===== src/rtl/game_sequencer.sv =====
// Game sequencer for a two-snake game: key edge detection, IDLE/RUN/PAUSE/OVER flow, speed control and step strobes.
// Define GAME_SEQUENCER_DEBOUNCE_EN to put a stable-time filter in front of every key.
module game_sequencer #(
  parameter int unsigned TICK_BASE       = 12500000,
  parameter int unsigned DEBOUNCE_CYCLES = 500000
) (
  input  logic        clk,
  input  logic        rst,
  input  logic        key_clear,
  input  logic        key_pause,
  input  logic        key_faster,
  input  logic        key_slower,
  input  logic        stop1,
  input  logic        stop2,
  output logic        step1,
  output logic        step2,
  output logic        clear_pulse,
  output logic [1:0]  state,
  output logic [1:0]  rate,
  output logic [15:0] moves
);

  typedef enum logic [1:0] {
    S_IDLE  = 2'b00,
    S_RUN   = 2'b01,
    S_PAUSE = 2'b10,
    S_OVER  = 2'b11
  } state_t;

  // Key bit order: 0 clear, 1 pause, 2 faster, 3 slower.
  logic [3:0] w_key_raw;
  logic [3:0] w_key_lvl;
  logic [3:0] r_key_prev;
  logic [3:0] r_key_arm;
  logic [3:0] w_key_ev;

  assign w_key_raw = {key_slower, key_faster, key_pause, key_clear};

`ifdef GAME_SEQUENCER_DEBOUNCE_EN
  localparam int DB_W = $clog2(DEBOUNCE_CYCLES + 1);
  logic [DB_W-1:0] r_db_cnt [4];
  logic [3:0]      r_db_lvl;

  always_ff @(posedge clk) begin
    if (rst) begin
      r_db_lvl <= '0;
      for (int k = 0; k < 4; k++) r_db_cnt[k] <= '0;
    end else begin
      for (int k = 0; k < 4; k++) begin
        if (w_key_raw[k] == r_db_lvl[k]) begin
          r_db_cnt[k] <= '0;
        end else if (r_db_cnt[k] == DB_W'(DEBOUNCE_CYCLES - 1)) begin
          r_db_lvl[k] <= w_key_raw[k];
          r_db_cnt[k] <= '0;
        end else begin
          r_db_cnt[k] <= r_db_cnt[k] + 1'b1;
        end
      end
    end
  end

  assign w_key_lvl = r_db_lvl;
`else
  assign w_key_lvl = w_key_raw;
`endif

  // A key only arms once it has been seen released, so a key held through reset stays silent.
  always_ff @(posedge clk) begin
    if (rst) begin
      r_key_prev <= '0;
      r_key_arm  <= '0;
    end else begin
      r_key_prev <= w_key_lvl;
      r_key_arm  <= r_key_arm | (~w_key_raw & ~w_key_lvl);
    end
  end

  assign w_key_ev = w_key_lvl & ~r_key_prev & r_key_arm;

  logic w_clr_ev, w_pause_ev, w_fast_ev, w_slow_ev;
  assign w_clr_ev   = w_key_ev[0];
  assign w_pause_ev = w_key_ev[1];
  assign w_fast_ev  = w_key_ev[2];
  assign w_slow_ev  = w_key_ev[3];

  state_t      r_state, w_state_nxt;
  logic [1:0]  r_rate, w_rate_nxt;
  logic [31:0] r_tick_cnt, w_tick_cnt_nxt;
  logic [31:0] w_period;
  logic        w_tick, w_over_go, w_suppress;
  logic        r_step1, r_step2, r_clr_pulse;
  logic [15:0] r_moves;

  assign w_period   = 32'(TICK_BASE) << r_rate;
  assign w_tick     = (r_state == S_RUN) && (r_tick_cnt == w_period - 32'd1);
  assign w_over_go  = (r_state == S_RUN) && stop1 && stop2;
  assign w_suppress = w_clr_ev || w_over_go;

  always_comb begin
    w_state_nxt = r_state;
    if (w_clr_ev) begin
      w_state_nxt = S_IDLE;
    end else begin
      case (r_state)
        S_IDLE:  if (w_pause_ev) w_state_nxt = S_RUN;
        S_RUN: begin
          if (w_over_go)       w_state_nxt = S_OVER;
          else if (w_pause_ev) w_state_nxt = S_PAUSE;
        end
        S_PAUSE: if (w_pause_ev) w_state_nxt = S_RUN;
        default: w_state_nxt = r_state;
      endcase
    end
  end

  always_comb begin
    w_rate_nxt = r_rate;
    if (w_fast_ev && !w_slow_ev && r_rate != 2'b00)      w_rate_nxt = r_rate - 2'd1;
    else if (w_slow_ev && !w_fast_ev && r_rate != 2'b11) w_rate_nxt = r_rate + 2'd1;
  end

  // Counter restarts on any speed change so the new period is measured from that moment.
  always_comb begin
    w_tick_cnt_nxt = r_tick_cnt;
    if (w_clr_ev || (w_rate_nxt != r_rate) || r_state == S_IDLE || r_state == S_OVER)
      w_tick_cnt_nxt = 32'd0;
    else if (r_state == S_RUN)
      w_tick_cnt_nxt = w_tick ? 32'd0 : r_tick_cnt + 32'd1;
  end

  always_ff @(posedge clk) begin
    if (rst) begin
      r_state     <= S_IDLE;
      r_rate      <= 2'b10;
      r_tick_cnt  <= 32'd0;
      r_moves     <= 16'd0;
      r_step1     <= 1'b0;
      r_step2     <= 1'b0;
      r_clr_pulse <= 1'b0;
    end else begin
      r_state     <= w_state_nxt;
      r_rate      <= w_rate_nxt;
      r_tick_cnt  <= w_tick_cnt_nxt;
      r_step1     <= w_tick && !stop1 && !w_suppress;
      r_step2     <= w_tick && !stop2 && !w_suppress;
      r_clr_pulse <= w_clr_ev;
      if (w_clr_ev)                          r_moves <= 16'd0;
      else if (w_tick && r_moves != 16'hFFFF) r_moves <= r_moves + 16'd1;
    end
  end

  assign step1       = r_step1;
  assign step2       = r_step2;
  assign clear_pulse = r_clr_pulse;
  assign state       = r_state;
  assign rate        = r_rate;
  assign moves       = r_moves;

endmodule


===== config.mk =====
export PLATFORM = sky130hd
export DESIGN_NAME = game_sequencer
export DESIGN_NICKNAME = d
export VERILOG_FILES = /design/src/rtl/game_sequencer.sv
export SDC_FILE = /design/constraint.sdc
export NUM_CORES = 1
export LEC_CHECK = 0
export CORE_MARGIN = 1
export CORE_UTILIZATION = 40
export CTS_CLUSTER_DIAMETER = 120
export CTS_CLUSTER_SIZE = 30
export DETAILED_ROUTE_END_ITERATION = 8
export PLACE_DENSITY_LB_ADDON = 0.12
export REMOVE_ABC_BUFFERS = 1
export SETUP_SLACK_MARGIN = 0.05
export SLEW_MARGIN = 20
export SYNTH_ARGS = -nofsm -noshare
export SYNTH_HDL_FRONTEND = slang
export SYNTH_SLANG_ARGS = --single-unit

===== constraint.sdc =====
create_clock -name clk -period 2.9 [get_ports clk]
set_input_delay 0.58 -clock clk [delete_from_list [all_inputs] [get_ports clk]]
set_output_delay 0.58 -clock clk [all_outputs]
set_load 0.005 [all_outputs]

==> images/m3.png <==
Drawn at 6 px/µm.
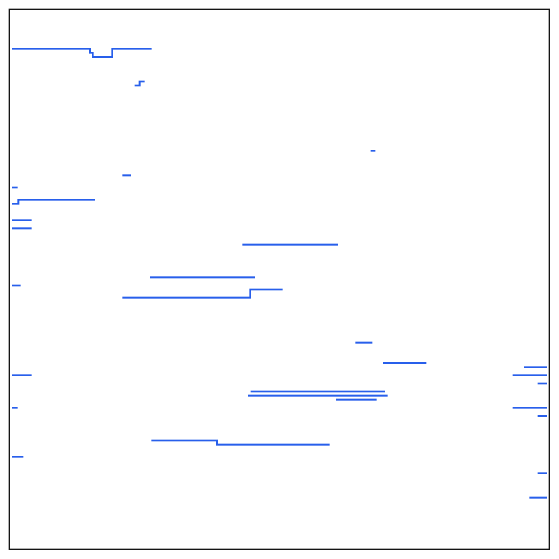
share of all routed wire: 3.5%
wire length on this layer: 229 µm
nets with wire on the layer: 23
main direction: horizontal

==> images/gates.png <==
Drawn at 4 px/µm.
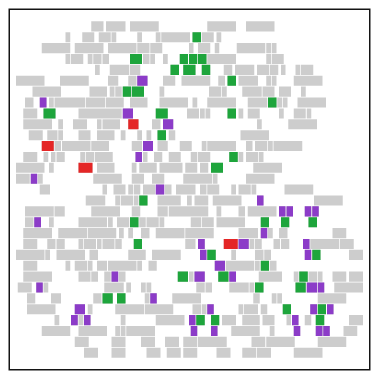
legend:
  aoi and oai cells:
    color: purple
    cells: 41
    most_used: a21oi_1
  non-inverting ao/oa cells:
    color: red
    cells: 4
    most_used: o211a_1
  and/or cells:
    color: green
    cells: 39
    most_used: or3_1

==> results_tabular.tex <==
% Auto-generated results table
\begin{tabular}{lr}
\hline
Metric & Value \\
\hline
\multicolumn{2}{l}{\textbf{Clock network}} \\
TritonCTS clock tree & yes \\
Clock transition at the register clock pins on the worst setup and hold paths after CTS & 0.07 ns \\
Total of cells resized after clock tree synthesis & 0 \\
Postcts setup bufs & 0 \\
Total of hold buffers inserted after clock tree synthesis & 0 \\
Total clock buffers created by CTS & 9 \\
Buffer type at the clock tree root & clkbuf\_8 \\
Number of buffers on the longest clock path & 2 \\
Worst-Skew Late Latency & 0.35 ns \\
Count of H-tree levels built during CTS & 3 \\
Clock net sink count & 63 \\
\multicolumn{2}{l}{\textbf{Die}} \\
Num ports & 31 \\
Area of the chip & 8060 µm² \\
Die Span Y & 89.78 µm \\
Die W & 89.78 µm \\
Area inside the core boundary & 7331 µm² \\
Number of standard-cell rows in the floorplan & 31 \\
Core Util at FP & 42.04\% \\
\multicolumn{2}{l}{\textbf{Global route}} \\
Largest net degree at the start of global routing & 31 \\
Global-route wire length before repair & 11070 µm \\
Initial antenna violation count & 0 \\
Total global routing overflow & 0 \\
Via count of the first global-routing pass & 2309 \\
GR Util All Layers & 17.20\% \\
\multicolumn{2}{l}{\textbf{Timing}} \\
Slew at the pin closest to its max-slew limit & 0.5353 ns \\
Headroom to the max-slew limit & 63.98\% \\
Setup Total Neg Slack & 0 ns \\
Final tally of hold violations & 0 \\
Final Max Slew Viols & 0 \\
Maximum clock frequency & 389.3 MHz \\
Setup Skew & 0.01549 ns \\
\# setup viols final & 0 \\
Period utilization & 88.58\% \\
Setup repair after global routing missed its margin & no \\
Post-route minimum period & 2.569 ns \\
\multicolumn{2}{l}{\textbf{Synth}} \\
Synth warnings & 0 \\
Top-area cell type share of the netlist area & 40.93\% \\
Registers, synthesis & 63 \\
Area of the mapped netlist & 3082 µm² \\
Number of cell instances after yosys synthesis & 362 \\
Post-synth area from yosys stat & 3082 µm² \\
Largest cells by area & dfxtp\_1 41\%, nor2\_1 6.6\%, xor2\_1 6.5\% \\
Post-synthesis sequential area ratio & 40.93\% \\
Average cell area after synthesis & 8.513 µm² \\
Share of async-settable or async-resettable flops after synthesis & 0\% \\
Post-synth tally of flip-flops with integrated enable & 0 \\
Unique masters post-synth & 44 \\
Biggest area consumer among synthesized cells & dfxtp\_1 \\
Main flop type after synthesis & dfxtp\_1 \\
Cell count after synthesis & 362 \\
\multicolumn{2}{l}{\textbf{Layout}} \\
Final Net Count & 419 \\
Area growth, synth to finish & 21.48\% \\
Share of layout cells above drive strength 1 & 7.654\% \\
Top cell excl fill/tap & dfxtp\_1 \\
Most numerous logic cells after layout & 62 x dfxtp\_1, 54 x nor2\_1, 30 x clkdlybuf4s50\_1, 26 x nand2\_1, 23 x xor2\_1 \\
Diode insertion count for antenna repair & 0 \\
Number of standard cells in the final layout excluding fillers & 504 \\
\multicolumn{2}{l}{\textbf{Critical path}} \\
Nature of the critical path startpoint & flip-flop \\
Setup Crit Path Kind & flip-flop to flip-flop \\
Peak fanout along the critical path & 10 \\
Data arrival time of the critical path & 2.85 ns \\
Worst reg2reg path endpoint & moves[15] \\
Nature of the critical path endpoint & flip-flop \\
Setup slack on the worst flop-to-flop path & 0.33 ns \\
Crit path capture & moves[15] \\
Startpoint of the lowest-slack register-to-register path & rate[1] \\
WP data required & 3.18 ns \\
Startpoint of the worst setup timing path & rate[1] \\
Worst reg2reg path depth & 10 \\
\multicolumn{2}{l}{\textbf{Placed design}} \\
GP Congestion & 0.7875 \\
Buffers on Ports & 30 \\
Post-placement cell count & 487 \\
Placed wire-length estimate after detailed placement & 4484 µm \\
\multicolumn{2}{l}{\textbf{Run status}} \\
Result of the run & complete, no violations \\
\multicolumn{2}{l}{\textbf{Detailed routing}} \\
Iter 0 DRT Violations & 123 \\
DRC violations left & 0 \\
Final wirelength & 6539 µm \\
DR vias/cell & 5.032 \\
Number of search-and-repair iterations in the first detailed-routing pass & 4 \\
Total vias in the final route & 2536 \\
Detail Route Antenna Nets & 0 \\
Average wire per standard cell & 12.97 µm \\
\multicolumn{2}{l}{\textbf{Power and ir drop}} \\
Worst IR drop on VDD & 0.4191 mV \\
Static leakage power & 1.310 nW \\
Final total power & 2.035 mW \\
Total power density per cell area & 543.6 nW/µm² \\
\multicolumn{2}{l}{\textbf{Hold path}} \\
Class of the tightest hold or removal check & flip-flop to flip-flop \\
\multicolumn{2}{l}{\textbf{Run}} \\
Total number of warnings across the stage logs & 32 \\
Tally of max-capacitance violations & 0 \\
\hline
\end{tabular}
==> images/sizing.png <==
Drawn at 4 px/µm.
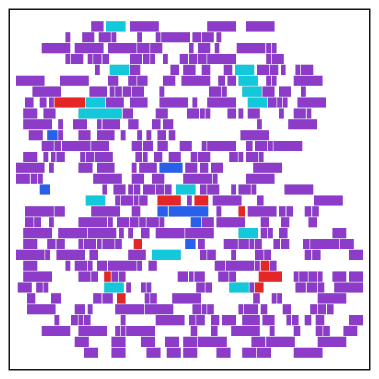
legend:
  x2:
    color: red
    cells: 10
    share: 2.5%
  x3 and x4:
    color: blue
    cells: 7
    share: 1.7%
  x1 and smaller:
    color: purple
    cells: 374
    share: 92%
  x6 and larger:
    color: cyan
    cells: 14
    share: 3.5%

==> images/class_map.png <==
Drawn at 4 px/µm. Fill, decap, tap and diode cells in gray.
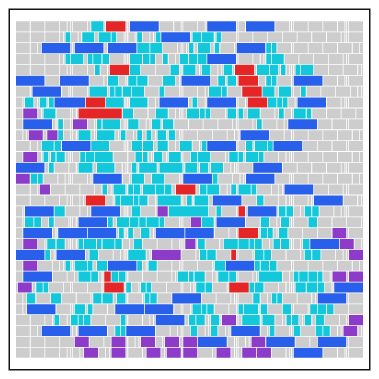
legend:
  registers:
    color: blue
    cells: 63
  remaining buffers and delay cells:
    color: purple
    cells: 36
  remaining logic cells:
    color: cyan
    cells: 290
  clock drivers and dummy loads:
    color: red
    cells: 16

[synthesized netlist by cell type (4+ instances only)]
cell and instances:
ha_1 11, nand4_1 12, or3_1 13, and3_1 8
nor2_1 54, nand2_1 26, or2_2 4, buf_2 5
nand3_1 18, xor2_1 23, dfxtp_1 63, a21oi_1 21
inv_1 14, nor2b_1 7, a22oi_1 4, xnor2_1 16
o21ai_0 10, clkbuf_1 4, nand3b_1 7, nor3_1 5
[final cells by class]
class	instances	area [µm²]
Fill cell	709	3587
Multi-Input combinational cell	276	1738
Sequential cell	63	1262
Timing Repair Buffer	36	357.8
Clock buffer	13	168.9
Tap cell	99	123.9
Inverter	14	52.55
Clock inverter	3	40.04
[registers in the layout, summed over array words and instances (netlist names)]
name         cells
state            2
r_tick_cnt      32
step1            1
r_key_prev       4
clear_pulse      1
rate             2
moves           16
r_key_arm        4
step2            1
[per-stage QoR]
| step | util (%) | worst slack, ns | hold slack, ns | instance area (µm²) |
|---|---|---|---|---|
| 2_1_floorplan | - | 0.3119 | 0.4195 | 3030 |
| 3_3_place_gp | 47.91 | 0.2945 | 0.4332 | 3512 |
| 3_5_place_dp | 47.91 | 0.1941 | 0.4394 | 3512 |
| 4_1_cts | 50.76 | 0.1777 | 0.4502 | 3721 |
| 5_1_grt | 51.07 | 0.1351 | 0.4660 | 3744 |
| 6_report | 51.07 | 0.3313 | 0.4470 | 3744 |
[how the worst min path moves through the flow]
stage | startpoint | to | slack, ns | cells after the start
floorplan | r_key_arm[1] | r_key_arm[1] | 0.42 | 2
global placement | r_key_arm[1] | r_key_arm[1] | 0.43 | 2
detailed placement | r_key_arm[3] | r_key_arm[3] | 0.44 | 2
CTS | r_key_arm[3] | r_key_arm[3] | 0.45 | 2
global route | r_key_arm[3] | r_key_arm[3] | 0.47 | 2
finish | r_key_arm[1] | r_key_arm[1] | 0.45 | 2
[per-layer routing]
layer | GRT usage (%) | vias up | share of wire, %
met3 | 4.738 | 6 | 3.5
li1 | - | 1322 | -
met4 | 7.514 | 0 | 1.4
met2 | 24.42 | 35 | 44
met5 | 0 | - | 0
met1 | 24.16 | 1173 | 51
[critical path, cell delays in order (launching register included)]
cell and delay (ns):
dfxtp_1 0.44, inv_1 0.13, ha_1 0.25, inv_1 0.09
ha_1 0.13, nor2b_1 0.16, xnor2_1 0.13, a31oi_1 0.18
nand4bb_2 0.44, or3_1 0.42, a21oi_1 0.14
[cells by family (layout without fill, tap and decap cells)]
group | count (synthesis) | after routing | synth area share (%)
xor+xnor | 39 | 39 | 11.08
simple gates | 179 | 180 | 31.22
mux | 1 | 1 | 0.3248
compound gates | 45 | 45 | 8.608
fa+ha+maj | 11 | 11 | 4.466
buf+inv | 24 | 66 | 3.370
flops | 63 | 63 | 40.93
[report_power, final]
part / switching, mW / internal [mW]
logic: 0.158 / 0.163
clock network: 0.343 / 0.465
registers: 0.0217 / 0.883
total: 0.523 / 1.51
Power is estimated from default activity; no workload was simulated.
